===== src/rtl/timer_controller.sv =====
// Countdown timer controller: a prescaler emits one-cycle enables every TICK_DIV cycles
// while running, and a down-counter of whole ticks drives the display, the tick and done
// strobes and the expiry alarm. Everything runs on the single system clock.
module timer_controller #(
   parameter int unsigned TICK_DIV = 50000000,
   parameter int unsigned CNT_W    = 8
) (
   input  logic             clock_in,
   input  logic             reset_n,
   input  logic             load,
   input  logic [CNT_W-1:0] load_value,
   input  logic             start,
   input  logic             pause,
   input  logic             clear,
   output logic [CNT_W-1:0] remaining,
   output logic             running,
   output logic             tick,
   output logic             done,
   output logic             expired
);

   // Prescaler width: enough bits to hold 0..TICK_DIV-1.
   localparam int unsigned PW = (TICK_DIV > 1) ? $clog2(TICK_DIV) : 1;
   localparam logic [PW-1:0] PRESC_MAX = PW'(TICK_DIV - 1);
   localparam logic [PW-1:0] PRESC_ONE = PW'(1);
   localparam logic [CNT_W-1:0] CNT_ONE  = CNT_W'(1);
   localparam logic [CNT_W-1:0] CNT_ZERO = '0;

   // A divider of 1 would make every RUN cycle a tick edge and leave no room to pause.
   if (TICK_DIV < 2) begin : g_bad_div
      $error("timer_controller: TICK_DIV must be at least 2");
   end

   typedef enum logic [1:0] {
      StIdle    = 2'd0,
      StRun     = 2'd1,
      StPause   = 2'd2,
      StExpired = 2'd3
   } state_e;

   state_e           state_q, state_d;
   logic [PW-1:0]    presc_q, presc_d;
   logic [CNT_W-1:0] remaining_d;
   logic             tick_d;
   logic             done_d;
   logic             running_d;
   logic             expired_d;
   logic             tick_event;

   // A tick falls on this edge when the prescaler has reached its last count while running.
   assign tick_event = (state_q == StRun) && (presc_q == PRESC_MAX);

   // State register: FSM state, prescaler, and every output flop.
   always_ff @(posedge clock_in or negedge reset_n) begin
      if (!reset_n) begin
         state_q   <= StIdle;
         presc_q   <= '0;
         remaining <= '0;
         running   <= 1'b0;
         tick      <= 1'b0;
         done      <= 1'b0;
         expired   <= 1'b0;
      end else begin
         state_q   <= state_d;
         presc_q   <= presc_d;
         remaining <= remaining_d;
         running   <= running_d;
         tick      <= tick_d;
         done      <= done_d;
         expired   <= expired_d;
      end
   end

   // Next-state logic: clear beats load, which beats the tick, which beats start/pause.
   always_comb begin
      state_d     = state_q;
      presc_d     = presc_q;
      remaining_d = remaining;
      tick_d      = 1'b0;
      done_d      = 1'b0;

      if (clear) begin
         state_d     = StIdle;
         presc_d     = '0;
         remaining_d = '0;
      end else if (load) begin
         // Any tick due on this edge is dropped along with the old count.
         state_d     = StIdle;
         presc_d     = '0;
         remaining_d = load_value;
      end else begin
         unique case (state_q)
            StIdle: begin
               // Never enter RUN with nothing to count, so remaining cannot wrap.
               if (start && (remaining != CNT_ZERO)) begin
                  state_d = StRun;
                  presc_d = '0;
               end
            end

            StRun: begin
               if (tick_event) begin
                  presc_d     = '0;
                  remaining_d = remaining - CNT_ONE;
                  tick_d      = 1'b1;
                  if (remaining == CNT_ONE) begin
                     done_d  = 1'b1;
                     state_d = StExpired;
                  end else if (pause) begin
                     state_d = StPause;
                  end
               end else begin
                  presc_d = presc_q + PRESC_ONE;
                  if (pause) begin
                     state_d = StPause;
                  end
               end
            end

            StPause: begin
               // Resume keeps the saved prescaler phase.
               if (start) begin
                  state_d = StRun;
               end
            end

            StExpired: begin
               // Only load or clear leaves this state.
               state_d = StExpired;
            end

            default: begin
               state_d = StIdle;
            end
         endcase
      end
   end

   // Output logic: level outputs follow the state the edge is moving into.
   always_comb begin
      running_d = (state_d == StRun);
      expired_d = (state_d == StExpired);
   end

endmodule

===== config.mk =====
export PLATFORM = sky130hd
export DESIGN_NAME = timer_controller
export DESIGN_NICKNAME = d
export VERILOG_FILES = /design/src/rtl/timer_controller.sv
export SDC_FILE = /design/constraint.sdc
export NUM_CORES = 1
export LEC_CHECK = 0
export ABC_AREA = 0
export CAP_MARGIN = 40
export CORE_MARGIN = 4
export CORE_UTILIZATION = 50
export DETAILED_ROUTE_END_ITERATION = 12
export PLACE_DENSITY = 0.72
export SYNTH_ARGS = -nofsm -noshare
export SYNTH_HDL_FRONTEND = slang
export SYNTH_SLANG_ARGS = --single-unit

===== constraint.sdc =====
create_clock -name clock_in -period 3.3 [get_ports clock_in]
set_clock_uncertainty 0.2 [all_clocks]
set_input_delay 0.33 -clock clock_in [delete_from_list [all_inputs] [get_ports clock_in]]
set_output_delay 0.33 -clock clock_in [all_outputs]
set_load 0.01 [all_outputs]

Ports around the boundary:
Scale: 4 px per um. Pins as bars across the die edge, other pins in gray.
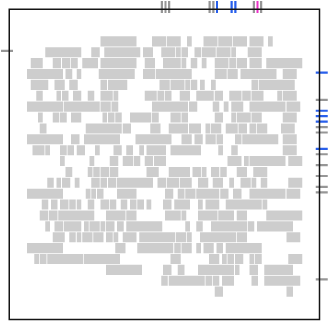
| color | port | pins | direction | edge |
|---|---|---|---|---|
| blue | remaining | 8 | output | 5 east, 3 north |
| magenta | load | 1 | input | north |
all pins by edge: 14 east, 11 north, 1 west
height of the die: 77.2 um
width of the die: 77.2 um
number of buffer cells added on primary ports: 25

==> flow_summary.toml <==
# yosys + openroad results
[outcome]
run_status = "finished, final reports clean"

[worst_setup_path]
reg2reg_from = "remaining[5]"
worstSetupEndpointType = "register"
critPathSlowestCell = "or4_1"
cp_data_arrival_time_ns = 2.53

[final_timing]
hold_viol_final = 0
hold_slack_ns = 0.272
setup_viol = 0
period_needed_ns = 2.51
finalCritPeriodShare_pct = 76.1
finalSetupTns_ns = 0

[clock_network]
cts_tree = "done"

[synthesis]
postSynthNetCount = 283
yosys.stat.seqShare_pct = 41.8
ys_chip_area_mm2 = 0.00239
avg_inst_size_synth_um2 = 9.00
synth_area_mm2 = 0.00239
synthArstFlopShare_pct = 100

[routing]
met3_length_um = 300
wire_per_inst_um = 16.4
wirelength_um = 5650
detail_route.drc_violations = 0
metal1_wirelength_um = 2630
detail_route.first_pass.iterations = 4

[run]
warning_count = 27

[global_route]
first_global_vias = 2067
grtUsageTotal_pct = 20.1

[finish]
final_cell_mix = "40 x dfrtp_1, 24 x clkdlybuf4s50_1, 23 x a21oi_1, 21 x nand2_1, 17 x nand3_1"
antennaDiodeCount = 0
utilization_pct = 61.8

[die]
fp.coreArea_mm2 = 0.00450
chip_area_mm2 = 0.00596
num_rows = 24

[placement]
post-dp-hpwl_um = 4160
routabilityCongestion = 0.813

[min_path]
min-delay-path-class = "primary input to asynchronous set/reset pin"
Gate families picked out:
Scale: 4 px per um.
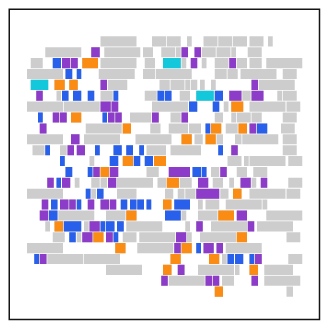
| color | family | cells |
|---|---|---|
| purple | inverting AOI/OAI gates | 61 |
| cyan | adder and majority cells | 3 |
| blue | NAND gates | 53 |
| orange | AND and OR gates | 28 |
commonest non-fill, non-tap cell in the layout: dfrtp_1
fraction of area in multi-input gates: 45.7%

-- synthesized netlist by cell type, drive strengths merged (3+ instances only) --
cell type / instances / area (um2)
or3: 6 / 45.0
nand3: 17 / 85.1
a31oi: 8 / 50.1
nor3: 6 / 30.0
and3: 6 / 38.8
o21ai: 16 / 80.1
o31ai: 4 / 30.0
and4: 4 / 37.5
nor2: 12 / 45.0
nand4: 9 / 62.6
nor4: 6 / 52.6
ha: 3 / 37.5
xnor2: 8 / 70.1
nand2b: 3 / 18.8
dfrtp: 40 / 1000
a21oi: 24 / 131
o21a: 8 / 60.1
inv: 16 / 60.1
or4: 10 / 75.1
buf: 5 / 40.0
nand2: 21 / 78.8
nor2b: 3 / 18.8
clkbuf: 6 / 22.5
-- logic make-up after synthesis --
family	after synthesis	share of synthesized area, %
xor gates and xnor gates	10	3.66
AOI/OAI and AO/OA	74	20.0
buffers and inverters	27	5.12
muxes	2	0.836
adders and majority gates	3	1.57
DFF	40	41.8
and+or+nand+nor	110	27.1
-- power by group --
part | internal [mW] | leakage [nW] | switching (mW)
sequential | 0.498 | 0.550 | 0.0121
combinational | 0.0524 | 0.475 | 0.0575
clock | 0.170 | 0.0445 | 0.172
-- per-layer routing --
metal | track usage [%] | vias to the layer above
met5 | 0 | -
met1 | 27.6 | 1029
met3 | 3.98 | 9
met4 | 6.05 | 0
met2 | 32.1 | 64
li1 | - | 1037
-- layout make-up --
type / instances / area (um2)
fillers: 398 / 1720
multi-input cells: 199 / 1270
flip-flops and latches: 40 / 1000
repair buffers: 29 / 290
clock buffers: 7 / 86.3
well taps: 52 / 65.1
inverters: 16 / 60.1
clock inverters: 1 / 7.51
-- flip-flops by register name, summed over array words and instances, names as in the netlist --
| name | count |
|---|---|
| done | 1 |
| expired | 1 |
| presc_q | 26 |
| remaining | 8 |
| tick | 1 |
| state_q | 2 |
| running | 1 |
-- final timing paths --
kind,to,slack [ns],cells past startpoint
worst min-delay path,presc_q[22],0.27,2
worst max-delay path,presc_q[21],0.79,5
min in group clock_in,presc_q[6],0.34,1
worst min register to register,presc_q[6],0.34,1
worst max register to register,presc_q[21],0.79,5
max in group asynchronous,remaining[4],2.18,3
-- what timing repair did --
item	CTS	global route
hold buffers	1	0
hold endpoints to repair	13	0
resized	0	0
buffers inserted	0	0
-- stage by stage --
stage | setup WS (ns) | total power [mW] | std cells
finish | 0.789 | 0.962 | 344
global route | 0.665 | 1.00 | 344
CTS | 0.807 | 0.970 | 344
detailed placement | 0.678 | 0.629 | 335
global placement | 0.768 | 0.624 | 334
floorplan | 0.976 | 0.572 | 266
Power and IR drop assume default switching activity.
